<file path="src/rtl/adder_pkg.sv">
`default_nettype none
// +----------------------------------------------------------------------------+
// | Module  : adder_pkg                                                        |
// | Brief   : Shared types and defaults for the multi-cycle adder/subtractor.  |
// | Rev     : 1.0 - initial release                                            |
// +----------------------------------------------------------------------------+
package adder_pkg;

  typedef enum logic [1:0] {
    IDLE = 2'd0,
    BUSY = 2'd1,
    DONE = 2'd2
  } state_t;

  localparam int DEF_WIDTH = 32;
  localparam int DEF_CHUNK = 8;

  // Width of a counter able to index n items; never narrower than one bit.
  function automatic int cnt_width(input int n);
    return (n <= 1) ? 1 : $clog2(n);
  endfunction

endpackage : adder_pkg
`default_nettype wire

</file>
<file path="src/rtl/adder_slice.sv">
`default_nettype none
// +----------------------------------------------------------------------------+
// | Module  : adder_slice                                                      |
// | Brief   : Combinational CHUNK-bit ripple adder with MSB carry-in tap.      |
// | Rev     : 1.0 - initial release                                            |
// +----------------------------------------------------------------------------+
module adder_slice #(
  parameter int CHUNK = 8
) (
  input  logic [CHUNK-1:0] a,
  input  logic [CHUNK-1:0] b,
  input  logic             cin,
  output logic [CHUNK-1:0] s,
  output logic             cout,
  output logic             c_msb_in
);

  logic [CHUNK:0] w_c;

  assign w_c[0] = cin;

  for (genvar i = 0; i < CHUNK; i++) begin : g_bit
    assign s[i]     = a[i] ^ b[i] ^ w_c[i];
    assign w_c[i+1] = (a[i] & b[i]) | (a[i] & w_c[i]) | (b[i] & w_c[i]);
  end

  assign cout     = w_c[CHUNK];
  // Carry into the top bit; XOR with cout gives signed overflow on the last chunk.
  assign c_msb_in = w_c[CHUNK-1];

endmodule : adder_slice
`default_nettype wire

</file>
<file path="src/rtl/adder_seq.sv">
`default_nettype none
// +----------------------------------------------------------------------------+
// | Module  : adder_seq                                                        |
// | Brief   : Multi-cycle WIDTH-bit adder/subtractor, CHUNK bits per clock,    |
// |           valid/ready on both sides. Optional ADDER_SEQ_ACC_EN adds an     |
// |           acc_en input that feeds the previous sum back as operand A.      |
// | Rev     : 1.0 - initial release                                            |
// +----------------------------------------------------------------------------+
module adder_seq
  import adder_pkg::*;
#(
  parameter int WIDTH = DEF_WIDTH,
  parameter int CHUNK = DEF_CHUNK
) (
  input  logic             clk,
  input  logic             rst,
  input  logic             in_valid,
  output logic             in_ready,
  input  logic [WIDTH-1:0] a,
  input  logic [WIDTH-1:0] b,
  input  logic             carry_in,
  input  logic             sub,
`ifdef ADDER_SEQ_ACC_EN
  input  logic             acc_en,
`endif
  output logic             out_valid,
  input  logic             out_ready,
  output logic [WIDTH-1:0] sum,
  output logic             carry_out,
  output logic             overflow
);

  localparam int NCHUNK = WIDTH / CHUNK;
  localparam int CW     = cnt_width(NCHUNK);

  if ((CHUNK < 1) || (CHUNK > WIDTH) || ((WIDTH % CHUNK) != 0)) begin : g_bad_cfg
    $error("adder_seq: WIDTH must be a non-zero multiple of CHUNK");
  end

  state_t           r_state;
  logic [WIDTH-1:0] r_a;
  logic [WIDTH-1:0] r_b;
  logic [WIDTH-1:0] r_work;
  logic [WIDTH-1:0] r_sum;
  logic             r_c;
  logic [CW-1:0]    r_cnt;
  logic             r_in_ready;
  logic             r_out_valid;
  logic             r_carry_out;
  logic             r_overflow;

  logic [CHUNK-1:0] w_s;
  logic             w_cout;
  logic             w_c_msb_in;
  logic             w_last;
  logic [WIDTH-1:0] w_work_next;
  logic [WIDTH-1:0] w_a_src;

`ifdef ADDER_SEQ_ACC_EN
  assign w_a_src = acc_en ? r_sum : a;
`else
  assign w_a_src = a;
`endif

  // Operands shift right one chunk per cycle, so the slice always sees bit 0 upward.
  adder_slice #(
    .CHUNK (CHUNK)
  ) u_slice (
    .a        (r_a[CHUNK-1:0]),
    .b        (r_b[CHUNK-1:0]),
    .cin      (r_c),
    .s        (w_s),
    .cout     (w_cout),
    .c_msb_in (w_c_msb_in)
  );

  // Result chunks enter at the top; after NCHUNK shifts chunk 0 sits at the LSB.
  assign w_work_next = (r_work >> CHUNK) | (WIDTH'(w_s) << (WIDTH - CHUNK));
  assign w_last      = (r_cnt == CW'(NCHUNK - 1));

  always_ff @(posedge clk or posedge rst) begin
    if (rst) begin
      r_state     <= IDLE;
      r_a         <= '0;
      r_b         <= '0;
      r_work      <= '0;
      r_sum       <= '0;
      r_c         <= 1'b0;
      r_cnt       <= '0;
      r_in_ready  <= 1'b1;
      r_out_valid <= 1'b0;
      r_carry_out <= 1'b0;
      r_overflow  <= 1'b0;
    end else begin
      case (r_state)
        IDLE: begin
          if (in_valid) begin
            r_a        <= w_a_src;
            r_b        <= b ^ {WIDTH{sub}};
            r_c        <= sub | carry_in;
            r_cnt      <= '0;
            r_work     <= '0;
            r_in_ready <= 1'b0;
            r_state    <= BUSY;
          end
        end

        BUSY: begin
          r_a    <= r_a >> CHUNK;
          r_b    <= r_b >> CHUNK;
          r_c    <= w_cout;
          r_work <= w_work_next;
          r_cnt  <= r_cnt + CW'(1);
          if (w_last) begin
            r_sum       <= w_work_next;
            r_carry_out <= w_cout;
            r_overflow  <= w_cout ^ w_c_msb_in;
            r_out_valid <= 1'b1;
            r_cnt       <= '0;
            r_state     <= DONE;
          end
        end

        DONE: begin
          if (out_ready) begin
            r_out_valid <= 1'b0;
            r_in_ready  <= 1'b1;
            r_state     <= IDLE;
          end
        end

        default: begin
          r_out_valid <= 1'b0;
          r_in_ready  <= 1'b1;
          r_state     <= IDLE;
        end
      endcase
    end
  end

  assign in_ready  = r_in_ready;
  assign out_valid = r_out_valid;
  assign sum       = r_sum;
  assign carry_out = r_carry_out;
  assign overflow  = r_overflow;

endmodule : adder_seq
`default_nettype wire

</file>
<file path="config.mk">
export PLATFORM = sky130hd
export DESIGN_NAME = adder_seq
export DESIGN_NICKNAME = d
export VERILOG_FILES = /design/src/rtl/adder_pkg.sv /design/src/rtl/adder_slice.sv /design/src/rtl/adder_seq.sv
export SDC_FILE = /design/constraint.sdc
export NUM_CORES = 1
export LEC_CHECK = 0
export CAP_MARGIN = 25
export CORE_AREA = 8 8 135 162
export DETAILED_ROUTE_END_ITERATION = 6
export DIE_AREA = 0 0 143 170
export PLACE_DENSITY = 0.5
export SYNTH_ARGS = -nofsm -noshare
export SYNTH_HDL_FRONTEND = slang
export SYNTH_SLANG_ARGS = --single-unit
</file>
<file path="constraint.sdc">
create_clock -name clk -period 5.1 [get_ports clk]
set_input_delay 1.275 -clock clk [delete_from_list [all_inputs] [get_ports clk]]
set_output_delay 1.275 -clock clk [all_outputs]
set_load 0.02 [all_outputs]
</file>
Fig. 1: the metal 4 layer
Drawn at 2 px/micron. Supply wires on this layer in gray.
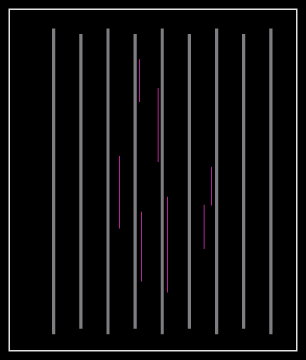
longest straight run = 47.6 microns
main direction = vertical

Fig. 2: local utilization
Drawn at 2 px/micron. The die is cut into 14 by 17 equal tiles; dark blue is low, red is high, 0 to 100% covered.
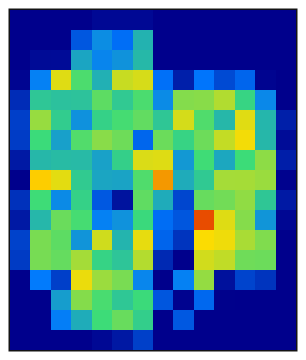
emptiest ninth of the die = north-east
tiles over 75% full = 1.3%
nearly empty tiles = 30%

==> results.cfg <==
; yosys + openroad results
[sta]
finalSetupTns_ns = 0
setup_viol = 0
finalCriticalPeriod_ns = 3.82
finalClockPeriodUsage_pct = 74.9
hold_viol = 0
whs_ns = 0.482
fmax_mhz = 262
rsz0062_at_grt = false
timing.slew.headroom_pct = 35.3

[route]
drtIter0Drc = 277
vias_per_cell = 4.70
postRouteAntennaNets = 0
wl_met3_microns = 671

[synthesis]
synth.distinct_cells = 29
synth_stat.cells = 461
top_area_cell = dfrtp_1
ys_chip_area_sq_mm = 0.00567
syn_area_per_cell_sq_um = 12.3
most_common_cell = dfrtp_1
synth-edff-count = 0
top_area_share_pct = 56.5

[cells_and_area]
seq_area_sq_mm = 0.00323
lay_top_cells = dfrtp_1, clkdlybuf4s50_1, nand2_1, o21ai_0, a22o_1
seq_share_pct = 43.3
design.seq.count = 129
nonClkBufAreaFrac_pct = 15.0
sh_comb_area_pct = 28.9
finalNetCount = 630
drive_above_1_share_pct = 11.9
fin_area_sq_mm = 0.00746
lay_top_count = dfrtp_1
comb_area_sq_mm = 0.00216
largest_cell_class = sequential cells

[setup_path]
cp_slowest_stage_delay_ns = 0.44
r2r-end = overflow$_DFFE_PP0P_
r2r-start = r_a[0]$_DFFE_PP0P_
crit_slowest_cell = fa_1
crit_required_ns = 5.36
endpoint = overflow$_DFFE_PP0P_
reg2reg_slack_ns = 1.28
cp_cell_sequence = fa_1 -> inv_1 -> fa_1 -> fa_1 -> fa_1 -> fa_1 -> fa_1 -> fa_1 -> fa_1 -> xnor2_1 -> o21ai_0
startpoint_type = flop
cp-end-kind = flop
crit_start = r_a[0]$_DFFE_PP0P_

[global_route]
antenna_found_initial = 0
grt_util_all_layers_pct = 11.9
grt-busiest-layer = met2
met1_usage_pct = 15.3
grt_util_met3_pct = 3.73

[floorplan]
taps = 261
fp_util_pct = 29.4
die_h_microns = 170
coreArea_sq_mm = 0.0193

[run_status]
outcome = complete, no violations

[clock_tree]
cts_made_buffers = 17
post-cts-setup-buffers = 0
cts_hold_buf = 0
cts_tree = built
cts_resized = 0
clk_pin_slew_worst_paths_ns = 0.05
worstSkewPairLatency_ns = 0.41
clock_sinks = 129

[job]
cap_violations = 0
tool_warnings = 27

[pwr]
p_seq_w = 0.00177
p_comb_w = 0.00155
max-vdd-ir-drop_mv = 0.254
p_clk_w = 0.00115
power_frac_comb_pct = 34.6
top_power_group = registers

[placement]
io_buffers = 105
place_ws_ns = 1.30

[worst_hold_path]
worstHoldStart = r_a[23]$_DFFE_PP0P_
[logic make-up after synthesis]
kind of cell | after synthesis | share of synthesized area [%]
and+or+nand+nor | 79 | 7.66
buffers and inverters | 58 | 5.16
AOI/OAI and AO/OA | 128 | 17.1
muxes | 25 | 4.97
adders and majority gates | 9 | 3.05
xor gates and xnor gates | 33 | 5.10
DFF | 129 | 57.0
[critical path: cells and delay by family (launching register included)]
kind | cells | cell delay, ns
xor+xnor | 1 | 0.16
buf+inv | 1 | 0.05
compound gates | 1 | 0.09
flops | 1 | 0.37
fa+ha+maj | 8 | 3.01
[registers in the layout (all words and copies together) (netlist names)]
register   cells
sum           32
out_valid      1
r_a           32
r_b           32
r_cnt          2
overflow       1
carry_out      1
r_c            1
r_state        2
r_work        24
in_ready       1
